==> config.mk <==
export PLATFORM = sky130hd
export DESIGN_NAME = imem_loader
export DESIGN_NICKNAME = d
export VERILOG_FILES = /design/src/rtl/loader_pkg.sv /design/src/rtl/byte_packer.sv /design/src/rtl/imem_loader.sv
export SDC_FILE = /design/constraint.sdc
export NUM_CORES = 1
export LEC_CHECK = 0
export ABC_AREA = 1
export CAP_MARGIN = 20
export CORE_UTILIZATION = 58
export CTS_BUF_LIST = sky130_fd_sc_hd__clkbuf_4
export DETAILED_ROUTE_END_ITERATION = 7
export PLACE_DENSITY_LB_ADDON = 0.3
export SLEW_MARGIN = 25
export SYNTH_ARGS = -nofsm -noshare
export SYNTH_HDL_FRONTEND = slang
export SYNTH_HIERARCHICAL = 1
export SYNTH_SLANG_ARGS = --single-unit
export TNS_END_PERCENT = 1
==> constraint.sdc <==
create_clock -name clk -period 3.3 [get_ports clk]
set_clock_uncertainty 0.1 [all_clocks]
set_input_delay 0.495 -clock clk [delete_from_list [all_inputs] [get_ports clk]]
set_output_delay 0.495 -clock clk [all_outputs]
set_load 0.01 [all_outputs]
**Run 1: sizing map**

Scale bar: 20 um.
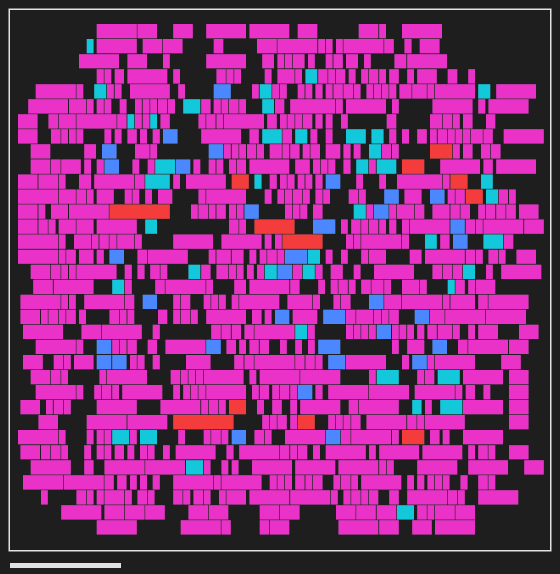
Blue stands for x3 and x4, cells 34, share 4.3%. Red stands for x6 and larger, cells 12, share 1.5%. Cyan stands for x2, cells 41, share 5.2%. Magenta stands for x1 and smaller, cells 708, share 89%.
Finished Cell Area: 6212 um2
Layout area overhead: 17.02%

**Run 1: metal layers overlaid**

Only two layers are drawn.
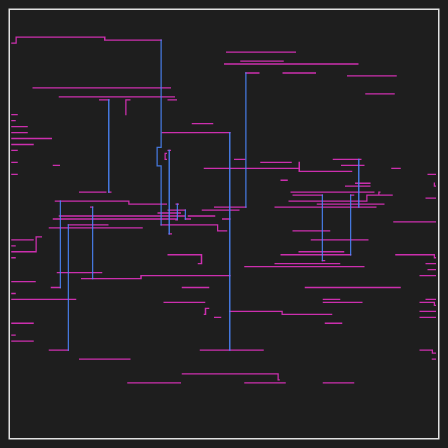
Magenta stands for M3, wire length 967 um. Blue stands for M4, wire length 274 um.
DR vias: 5011
Post-Route WL: 13050 um

**Run 1: M4 wires**

Scale bar: 20 um.
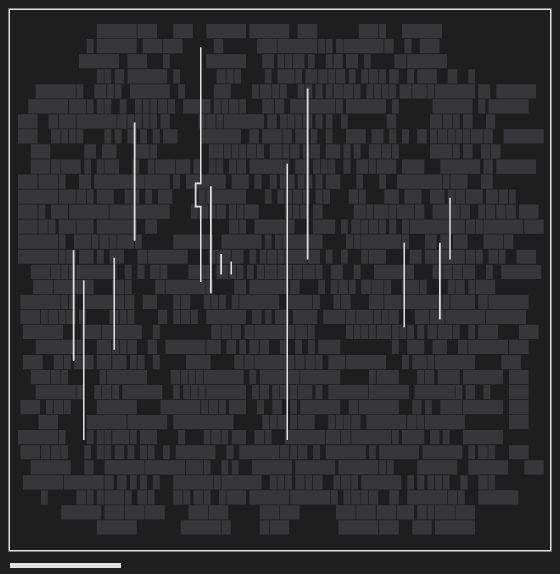
The layer holds 2.1% of the routed length. The longest straight run is 49.6 um. The wires run mostly vertical. The layer carries 274 um of wire.

==> impl_metrics.tcl, run 1 <==
# flow metrics
set metrics [dict create \
    routabilityCongestion 0.8935 \
    synth-xor-area-share 0.02828 \
    grt_pass1_wl_um 22200 \
    synth-seq-cells 115 \
    violations "DRC" \
    coreArea_um2 8806 \
    status "finished, violations left" \
    synth-simple-area-share 0.3109 \
    ys_area_um2 5309 \
    antennaDiodeCount 0 \
    route.detailed.drc 9 \
    final_core_util 0.7055 \
    io_pins 61 \
    fp_util 0.6029 \
    grt_pass1_vias 4701 \
    use_met1 0.3761 \
    use_met3 0.06978 \
    synth-main-ff-cell "dfxtp_1" \
    critPathCaptureType "flip-flop" \
    grt_max_degree 32 \
    slew_headroom 0.5416 \
    final_layout_size_suffix_gt1_frac 0.1094 \
    ys_warn_count 6 \
    fill_cells 726 \
]
[run 1: through the flow]
step | worst slack (ps) | std cells | instance area [um2] | power, uW | hold WS (ps)
after floorplan | 756.6 | 727 | 5309 | 2384 | 339.0
after detailed placement | 394.9 | 871 | 5913 | 2737 | 351.0
final | 755.5 | 903 | 6212 | 3814 | 366.1
after global placement | 535.7 | 871 | 5913 | 2710 | 348.2
after global routing | 450.1 | 903 | 6212 | 4036 | 387.8
after CTS | 794.6 | 903 | 6212 | 3813 | 369.4
[run 1: where the power goes]
| part | internal [uW] | switching, uW |
|---|---|---|
| registers | 1500 | 83.0 |
| clock network | 471 | 621 |
| logic | 428 | 713 |
| total | 2400 | 1420 |
[run 1: worst reg2reg max path, cell delays in order, from the launching register on]
cell	delay (ps)
dfxtp_1	350
inv_1	220
ha_1	350
inv_1	70
nand2_1	90
nand2_1	70
nand2_1	60
nand2_1	40
nor2_1	150
nand2_1	80
nor2_1	120
nand3_2	90
nor2_2	150
nand3_1	120
a21oi_2	200
nand2_1	90
nor2_2	110
inv_2	30
[run 1: synthesized netlist by cell type (4+ instances only)]
library cell	count	area, um2
buf_4	8	60.06
nor2_1	41	153.9
clkbuf_1	14	52.55
dfxtp_1	115	2302
nor3_1	7	35.03
o21ai_0	11	55.05
nand3_2	4	40.04
nor2_2	11	68.82
nand2_2	9	56.30
ha_1	4	50.05
inv_1	50	187.7
a21oi_2	5	43.79
a31oi_1	6	37.54
nand3_1	43	215.2
nand2_1	238	893.4
nor4_1	4	25.02
inv_2	5	18.77
xor2_1	9	78.83
nand4_1	5	31.28
a21oi_1	90	450.4
[run 1: final cells by class]
type	instances	share of cell area
well taps	108	0.02175
repair buffers	68	0.1063
multi-input cells	522	0.4169
flip-flops and latches	115	0.3706
clock buffers	17	0.02054
inverters	58	0.03625
clock inverters	15	0.02759
==> run 2: changes to the inputs <==
==> constraint.sdc (replaced) <==
create_clock -name clk -period 2.7 [get_ports clk]
set_clock_uncertainty 0.1 [all_clocks]
set_input_delay 0.405 -clock clk [delete_from_list [all_inputs] [get_ports clk]]
set_output_delay 0.405 -clock clk [all_outputs]
set_load 0.01 [all_outputs]
**Run 2: the metal 2 layer**

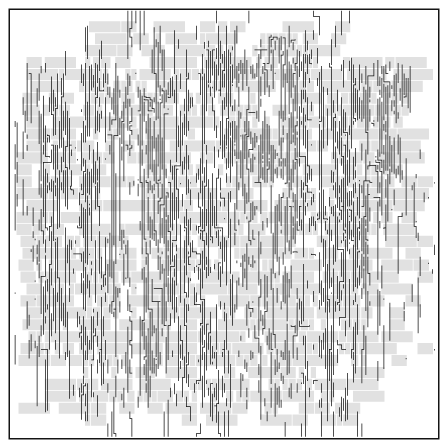
The layer carries 6280 um of wire. 679 nets have wire on it. The wires run mostly vertical. The layer holds 47% of the routed length. The longest straight run is 32.6 um.
DR vias: 5146
Post-Route WL: 13380 um
M2 GR Usage: 0.4735

**Run 2: M4 wires**

Scale bar: 20 um.
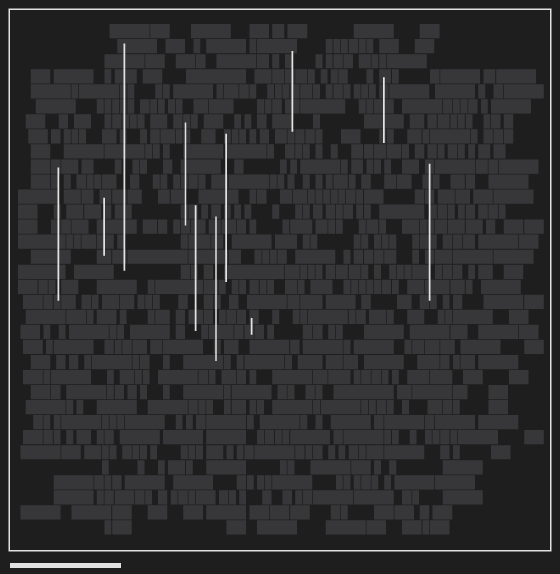
10 nets have wire on it. The layer carries 221 um of wire.

**Run 2: clock wiring as the flow saved it**

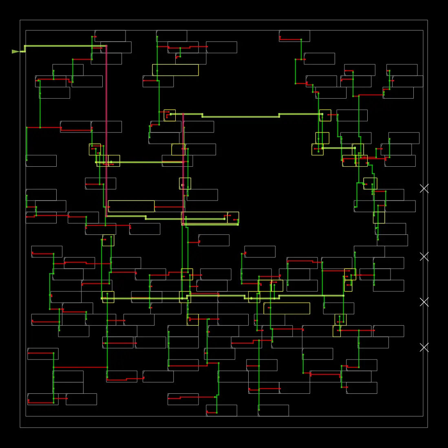
CLK BUF: 19
P_clk: 1410 uW
Late-Pin Clk Latency: 500 ps

==> impl_metrics.tcl, run 2 <==
# flow metrics
set metrics [dict create \
    route.detailed.drc 8 \
    fp_util 0.6029 \
    synth-simple-area-share 0.3109 \
    routabilityCongestion 0.9775 \
    grt_pass1_vias 4988 \
    final_area_um2 6335 \
    synth-xor-area-share 0.02828 \
    fin_ws_ps 327.0 \
    ys_area_um2 5309 \
    place_area_um2 6008 \
    violations "DRC" \
    top_cell "nand2_1" \
    final_layout_size_suffix_gt1_frac 0.1230 \
    io_pins 61 \
    coreArea_um2 8806 \
    pre_cts_slack_ps 155.7 \
    fill_cells 686 \
    grt_max_degree 32 \
    syn2layout_area_growth_pct 19.33 \
    status "finished, violations left" \
    synth-main-ff-cell "dfxtp_1" \
    slew_headroom 0.6006 \
    area_leaders "dfxtp_1, nand2_1, a21oi_1" \
    top_cells_by_count "nand2_1, dfxtp_1, a21oi_1" \
    critPathCaptureType "flip-flop" \
    nets 809 \
    synth-seq-cells 115 \
    grt_pass1_wl_um 22700 \
    top_cell_area_share 0.4337 \
]
[run 2: cell types whose count changed in the layout (fill, tap and decap cells not counted), moves of 2 or more]
cell        before  now
clkbuf_4        17   19
buf_4            8   18
clkinvlp_4       3    1
inv_8            3    1
inv_6            5    2
bufinv_16        2    4
[run 2: through the flow]
stage | instances | utilization | hold slack [ps]
floorplan | 727 | - | 339.0
global placement | 882 | 0.6823 | 349.2
detailed placement | 882 | 0.6823 | 352.5
CTS | 913 | 0.7191 | 369.9
global route | 913 | 0.7194 | 387.3
finish | 913 | 0.7194 | 368.5
[run 2: layout make-up]
type                    count  area [um2]  share of cell area
clock inverters            12       181.4             0.02864
inverters                  58       225.2             0.03555
flip-flops and latches    115        2302              0.3634
well taps                 108       135.1             0.02133
repair buffers             79       755.7              0.1193
clock buffers              19       142.6             0.02252
multi-input cells         522        2592              0.4092
[run 2: kinds of logic (layout without fill, tap and decap cells)]
family | Yosys count | after routing
buf+inv | 90 | 168
xor+xnor | 14 | 14
fa+ha+maj | 4 | 4
compound gates | 130 | 130
flops | 115 | 115
simple gates | 374 | 374
[run 2: critical path: cells and delay by family (launching register included)]
family                     cells  cell delay (ps)
DFF                            1              390
xor gates and xnor gates       1              170
AOI/OAI and AO/OA              1              190
adders and majority gates      1              350
and+or+nand+nor                9              950
buffers and inverters          2              150
[run 2: routing by layer]
layer	part of all wire	routed length, um	vias to the layer above	track usage
li1	-	-	2494	-
met4	0.017	221	0	0.1177
met3	0.087	1166	24	0.07266
met5	0	0	-	0
met2	0.47	6276	227	0.4735
met1	0.43	5718	2401	0.3841
[run 2: power breakdown]
part | leakage [uW] | switching [uW] | internal, uW
registers | 0.000929 | 102 | 1830
clock network | 0.000173 | 650 | 758
logic | 0.00135 | 895 | 554
Power is estimated from default activity; no workload was simulated.
